--- src/rtl/dmem_access_ctrl_pkg.sv ---
// Shared types for the MEM-stage data-memory access controller.
package dmem_access_ctrl_pkg;

    localparam int DMEM_ADDR_W = 64;
    localparam int DMEM_DATA_W = 64;
    localparam int DMEM_MASK_W = DMEM_DATA_W / 8;

    typedef logic [DMEM_ADDR_W-1:0] addr_t;
    typedef logic [DMEM_DATA_W-1:0] data_t;
    typedef logic [DMEM_MASK_W-1:0] mask_t;

    typedef enum logic [2:0] {
        MEM_NO, MEM_B, MEM_H, MEM_W, MEM_D, MEM_UB, MEM_UH, MEM_UW
    } mem_op_enum;

    typedef enum logic [1:0] {
        IDLE, REQ, WAIT, DONE
    } dmem_state_enum;

    // Move LSB-justified store data onto its byte lanes; bytes past the word are dropped.
    function automatic data_t align_wdata(input data_t d, input logic [2:0] off);
        return d << {off, 3'b000};
    endfunction

endpackage

--- src/rtl/dmem_access_ctrl_if.sv ---
// Request/response bus between the access controller and data memory.
interface dmem_access_ctrl_if;
    import dmem_access_ctrl_pkg::*;

    logic  dmem_req_valid;
    logic  dmem_req_ready;
    addr_t dmem_req_addr;
    logic  dmem_req_we;
    data_t dmem_req_wdata;
    mask_t dmem_req_wmask;
    logic  dmem_resp_valid;
    data_t dmem_resp_data;

    modport master (
        output dmem_req_valid, dmem_req_addr, dmem_req_we, dmem_req_wdata, dmem_req_wmask,
        input  dmem_req_ready, dmem_resp_valid, dmem_resp_data
    );

    modport slave (
        input  dmem_req_valid, dmem_req_addr, dmem_req_we, dmem_req_wdata, dmem_req_wmask,
        output dmem_req_ready, dmem_resp_valid, dmem_resp_data
    );

endinterface

--- src/rtl/dmem_access_ctrl_load_data_ext.sv ---
// Load result formatter: selects the addressed bytes and sign/zero-extends to 64 bits.
// Latency: combinational.
// Backpressure: none.
module dmem_access_ctrl_load_data_ext
    import dmem_access_ctrl_pkg::*;
(
    input  data_t      raw,
    input  logic [2:0] offset,
    input  mem_op_enum op,
    output data_t      ext
);

    data_t shifted;

    always_comb begin
        shifted = raw >> {offset, 3'b000};
        ext     = shifted;
        case (op)
            MEM_B:   ext = {{56{shifted[7]}},  shifted[7:0]};
            MEM_H:   ext = {{48{shifted[15]}}, shifted[15:0]};
            MEM_W:   ext = {{32{shifted[31]}}, shifted[31:0]};
            MEM_UB:  ext = {56'd0, shifted[7:0]};
            MEM_UH:  ext = {48'd0, shifted[15:0]};
            MEM_UW:  ext = {32'd0, shifted[31:0]};
            default: ext = shifted;
        endcase
    end

endmodule

--- src/rtl/dmem_access_ctrl.sv ---
// MEM-stage data-memory access controller: latches one load/store, runs the dmem handshake, stalls the pipe.
// Latency: accept to done_o is 3 cycles minimum (REQ, WAIT, DONE); grows with ready/response delay.
// Backpressure: request held stable while dmem_req_ready is low; stall_o holds the pipeline throughout.
module dmem_access_ctrl
    import dmem_access_ctrl_pkg::*;
#(
    parameter int ADDR_W = DMEM_ADDR_W,
    parameter int DATA_W = DMEM_DATA_W
) (
    input  logic              clk,
    input  logic              rstn,
    input  mem_op_enum        mem_op,
    input  logic              mem_we,
    input  logic              mem_re,
    input  logic [ADDR_W-1:0] mem_addr,
    input  logic [DATA_W-1:0] mem_wdata,
    input  mask_t             mem_wmask,
    output logic              stall_o,
    output logic              done_o,
    output logic [DATA_W-1:0] rdata_o,
    dmem_access_ctrl_if.master dmem
);

    dmem_state_enum    state_q, state_d;
    logic [ADDR_W-1:0] addr_q, addr_d;
    logic [2:0]        off_q, off_d;
    mem_op_enum        op_q, op_d;
    logic              we_q, we_d;
    logic [DATA_W-1:0] wdata_q, wdata_d;
    mask_t             wmask_q, wmask_d;
    logic [DATA_W-1:0] rdata_q, rdata_d;
    logic              stall_c;
    logic              req_present;
    data_t             ext_data;

    assign req_present = (mem_we | mem_re) && (mem_op != MEM_NO);

    dmem_access_ctrl_load_data_ext u_load_data_ext (
        .raw    (dmem.dmem_resp_data),
        .offset (off_q),
        .op     (op_q),
        .ext    (ext_data)
    );

    always_comb begin
        state_d = state_q;
        addr_d  = addr_q;
        off_d   = off_q;
        op_d    = op_q;
        we_d    = we_q;
        wdata_d = wdata_q;
        wmask_d = wmask_q;
        rdata_d = rdata_q;
        stall_c = 1'b0;
        done_o  = 1'b0;
        case (state_q)
            IDLE: begin
                stall_c = req_present;
                if (req_present) begin
                    state_d = REQ;
                    addr_d  = {mem_addr[ADDR_W-1:3], 3'b000};
                    off_d   = mem_addr[2:0];
                    op_d    = mem_op;
                    // A simultaneous load request is dropped: the store wins.
                    we_d    = mem_we;
                    wdata_d = mem_we ? align_wdata(mem_wdata, mem_addr[2:0]) : '0;
                    wmask_d = mem_we ? mem_wmask : '0;
                end
            end
            REQ: begin
                stall_c = 1'b1;
                if (dmem.dmem_req_ready) state_d = WAIT;
            end
            WAIT: begin
                stall_c = 1'b1;
                if (dmem.dmem_resp_valid) begin
                    state_d = DONE;
                    if (!we_q) rdata_d = ext_data;
                end
            end
            DONE: begin
                done_o  = 1'b1;
                state_d = IDLE;
            end
            default: state_d = IDLE;
        endcase
    end

    always_ff @(posedge clk) begin
        if (!rstn) begin
            state_q <= IDLE;
            addr_q  <= '0;
            off_q   <= '0;
            op_q    <= MEM_NO;
            we_q    <= 1'b0;
            wdata_q <= '0;
            wmask_q <= '0;
            rdata_q <= '0;
        end else begin
            state_q <= state_d;
            addr_q  <= addr_d;
            off_q   <= off_d;
            op_q    <= op_d;
            we_q    <= we_d;
            wdata_q <= wdata_d;
            wmask_q <= wmask_d;
            rdata_q <= rdata_d;
        end
    end

    assign stall_o             = rstn && stall_c;
    assign rdata_o             = rdata_q;
    assign dmem.dmem_req_valid = (state_q == REQ);
    assign dmem.dmem_req_addr  = addr_q;
    assign dmem.dmem_req_we    = we_q;
    assign dmem.dmem_req_wdata = wdata_q;
    assign dmem.dmem_req_wmask = wmask_q;

endmodule

--- src/flat_wrapper.sv ---
// flat-port wrapper written by rule: the top's interface ports become plain ports
module dmem_access_ctrl_flat import dmem_access_ctrl_pkg::*;
#(
    parameter int ADDR_W = DMEM_ADDR_W,
    parameter int DATA_W = DMEM_DATA_W
)
  (clk, rstn, mem_op, mem_we, mem_re, mem_addr, mem_wdata, mem_wmask, stall_o, done_o, rdata_o, dmem_dmem_req_valid, dmem_dmem_req_addr, dmem_dmem_req_we, dmem_dmem_req_wdata, dmem_dmem_req_wmask, dmem_dmem_req_ready, dmem_dmem_resp_valid, dmem_dmem_resp_data);
  dmem_access_ctrl_if dmem_i ();
  input  logic clk;
  input  logic rstn;
  input  mem_op_enum mem_op;
  input  logic mem_we;
  input  logic mem_re;
  input  logic [ADDR_W-1:0] mem_addr;
  input  logic [DATA_W-1:0] mem_wdata;
  input  mask_t mem_wmask;
  output logic stall_o;
  output logic done_o;
  output logic [DATA_W-1:0] rdata_o;
  output wire logic [$bits(dmem_i.dmem_req_valid)-1:0] dmem_dmem_req_valid;
  output wire logic [$bits(dmem_i.dmem_req_addr)-1:0] dmem_dmem_req_addr;
  output wire logic [$bits(dmem_i.dmem_req_we)-1:0] dmem_dmem_req_we;
  output wire logic [$bits(dmem_i.dmem_req_wdata)-1:0] dmem_dmem_req_wdata;
  output wire logic [$bits(dmem_i.dmem_req_wmask)-1:0] dmem_dmem_req_wmask;
  input wire logic [$bits(dmem_i.dmem_req_ready)-1:0] dmem_dmem_req_ready;
  input wire logic [$bits(dmem_i.dmem_resp_valid)-1:0] dmem_dmem_resp_valid;
  input wire logic [$bits(dmem_i.dmem_resp_data)-1:0] dmem_dmem_resp_data;
  assign dmem_dmem_req_valid = dmem_i.dmem_req_valid;
  assign dmem_dmem_req_addr = dmem_i.dmem_req_addr;
  assign dmem_dmem_req_we = dmem_i.dmem_req_we;
  assign dmem_dmem_req_wdata = dmem_i.dmem_req_wdata;
  assign dmem_dmem_req_wmask = dmem_i.dmem_req_wmask;
  assign dmem_i.dmem_req_ready = dmem_dmem_req_ready;
  assign dmem_i.dmem_resp_valid = dmem_dmem_resp_valid;
  assign dmem_i.dmem_resp_data = dmem_dmem_resp_data;
  dmem_access_ctrl #(.ADDR_W(ADDR_W), .DATA_W(DATA_W)) u_core (.clk(clk), .rstn(rstn), .mem_op(mem_op), .mem_we(mem_we), .mem_re(mem_re), .mem_addr(mem_addr), .mem_wdata(mem_wdata), .mem_wmask(mem_wmask), .stall_o(stall_o), .done_o(done_o), .rdata_o(rdata_o), .dmem(dmem_i));
endmodule
--- config.mk ---
export PLATFORM = sky130hd
export DESIGN_NAME = dmem_access_ctrl_flat
export DESIGN_NICKNAME = d
export VERILOG_FILES = /design/src/rtl/dmem_access_ctrl_pkg.sv /design/src/rtl/dmem_access_ctrl_if.sv /design/src/rtl/dmem_access_ctrl_load_data_ext.sv /design/src/rtl/dmem_access_ctrl.sv /design/src/flat_wrapper.sv
export SDC_FILE = /design/constraint.sdc
export NUM_CORES = 1
export LEC_CHECK = 0
export ABC_AREA = 0
export CAP_MARGIN = 20
export CORE_ASPECT_RATIO = 0.8
export CORE_MARGIN = 2
export CORE_UTILIZATION = 45
export CTS_CLUSTER_DIAMETER = 40
export DETAILED_ROUTE_END_ITERATION = 10
export PLACE_DENSITY = 0.79
export SLEW_MARGIN = 30
export SYNTH_ARGS = -nofsm -noshare
export SYNTH_HDL_FRONTEND = slang
export SYNTH_SLANG_ARGS = --single-unit
export TNS_END_PERCENT = 5
--- constraint.sdc ---
create_clock -name clk -period 2.6 [get_ports clk]
set_clock_uncertainty 0.05 [all_clocks]
set_input_delay 0.52 -clock clk [delete_from_list [all_inputs] [get_ports clk]]
set_output_delay 0.52 -clock clk [all_outputs]
set_load 0.02 [all_outputs]
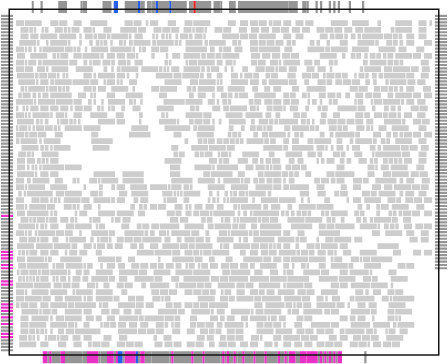
(ports around the boundary)
Pins as bars across the die edge, other pins in grey.
Key: red = rstn [pins 1, direction input, edge north]; magenta = dmem_dmem_req_wdata [pins 64, direction output, edge 49 south, 15 west]; blue = mem_wmask [pins 8, direction input, edge 5 north, 3 south]
All pins by edge: 136 south, 103 west, 96 north, 78 east.

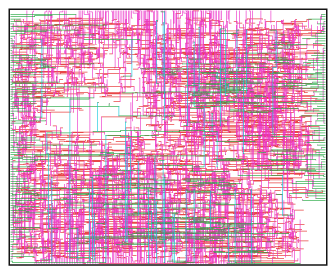
(metal layers overlaid)
Key: magenta = metal 2 [wire length 19800 um]; green = metal 3 [wire length 5560 um]; cyan = metal 4 [wire length 1740 um]; red = metal 1 [wire length 18100 um]

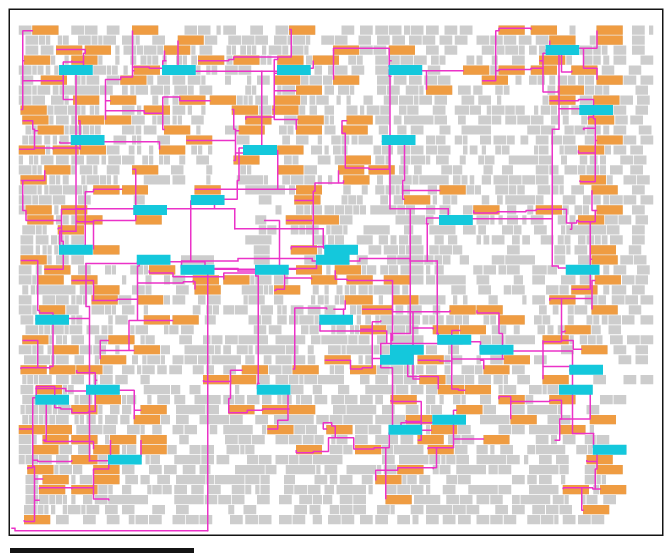
(clock distribution)
Bar = 50 um.
Key: orange = flip-flops [count 206]; cyan = clock drivers [count 34]; magenta = clock wires [length 3030 um]
Position of the flops: all over the die.

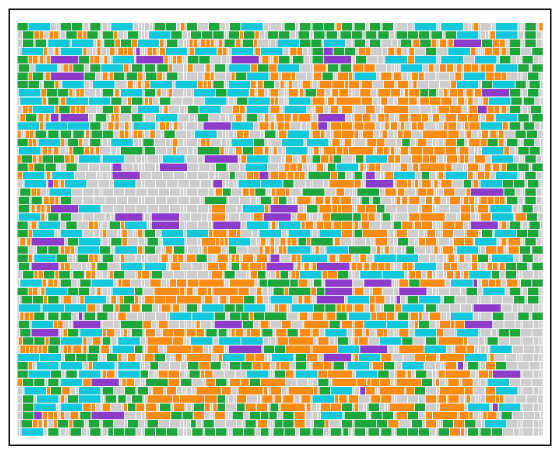
(placed cells, one colour a class)
Fill, decap, tap and diode cells in grey.
Key: orange = combinational and other logic [cells 882, share of their area 38%]; cyan = sequential cells [cells 206, share of their area 25%]; purple = clock drivers and dummy loads [cells 61, share of their area 7.5%]; green = remaining buffers and delay cells [cells 475, share of their area 29%]

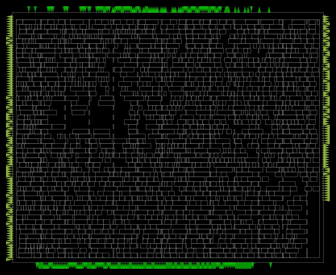
(cell outlines without signal wires)
area of the core: 23500 sq um
Cell Count, Final, Fillers Out: 1946
sequential share of cell area: 24.7%
number of filler cells placed in the layout: 1801

## final cells by class
class	count	area (sq um)
Antenna cell	10	25.0
Clock buffer	40	916
Clock inverter	21	315
Fill cell	1801	6790
Inverter	9	40.0
Multi-Input combinational cell	873	6150
Sequential cell	206	4130
Tap cell	312	390
Timing Repair Buffer	475	4770
## sequential cells by signal (all words and copies together) (netlist names)
name,cells
u_core.dmem.dmem_req_addr,61
u_core.dmem.dmem_req_wdata,64
u_core.dmem.dmem_req_we,1
u_core.dmem.dmem_req_wmask,8
u_core.off_q,3
u_core.op_q,3
u_core.rdata_o,64
u_core.state_q,2
## worst paths after layout
path	endpoint	slack, ns	depth (start not counted)	start
setup / recovery	stall_o	0.16	7	u_core.state_q[0]
setup reg to reg	u_core.rdata_o[10]	0.41	5	u_core.off_q[1]
hold / removal	u_core.dmem.dmem_req_addr[52]	0.40	2	u_core.dmem.dmem_req_addr[52]
hold reg to reg	u_core.dmem.dmem_req_addr[52]	0.40	2	u_core.dmem.dmem_req_addr[52]
## power by group
group / switching [mW] / total [mW] / internal (mW)
registers: 0.346 / 3.99 / 3.65
clock network: 1.65 / 4.89 / 3.24
logic: 3.31 / 5.81 / 2.49
## per-layer routing
layer  GRT usage, %  wire (um)
met5              0          0
met4           14.9       1740
met3           11.2       5560
met2           51.3      19800
met1           46.5      18100
## worst reg2reg max path: cells and delay by family (launching register included)
family / cells / cell delay, ns
flops: 1 / 0.52
mux: 2 / 0.71
buf+inv: 1 / 0.39
simple gates: 1 / 0.29
compound gates: 1 / 0.14
## repair_timing
action / 4_1_cts / 5_1_grt
gates resized: 2 / 3
endpoints found under the setup margin: 1 / 1
buffers inserted: 1 / 0
endpoints found under the hold margin: 0 / 0
==> impl_metrics.env <==
# physical design summary
export IMPL_outcome="completed"
export IMPL_areaGrowthSynthToFinish_pct=54.4
export IMPL_synthMuxAreaShare_pct=20.6
export IMPL_synth_lib_cells_used_distinct=49
export IMPL_setup_violations_final=0
export IMPL_final_max_slew_viol_count=0
export IMPL_cts_root_to_sink_buffers=3
export IMPL_pin_slew_with_the_least_headroom_to_its_limit_ns=0.816
export IMPL_post_route_hold_slack_ns=0.401
export IMPL_leakage_nw=6.21
export IMPL_grt_util_all_layers_pct=34.7
export IMPL_routabilityCongestion=1.00
export IMPL_synth_area_leader_cell="sky130_fd_sc_hd__dfxtp_1"
export IMPL_power_total_mw=14.7
export IMPL_warnings=33
export IMPL_ys_sh_aoi_pct=22.6
export IMPL_grt_max_degree=143
export IMPL_synth_edff_count=0
export IMPL_nets=1813
export IMPL_finish_utilization_pct=71.1
export IMPL_detail_route_antenna_nets=0
Power figures rest on the tool's default switching activity, not on a simulated workload.
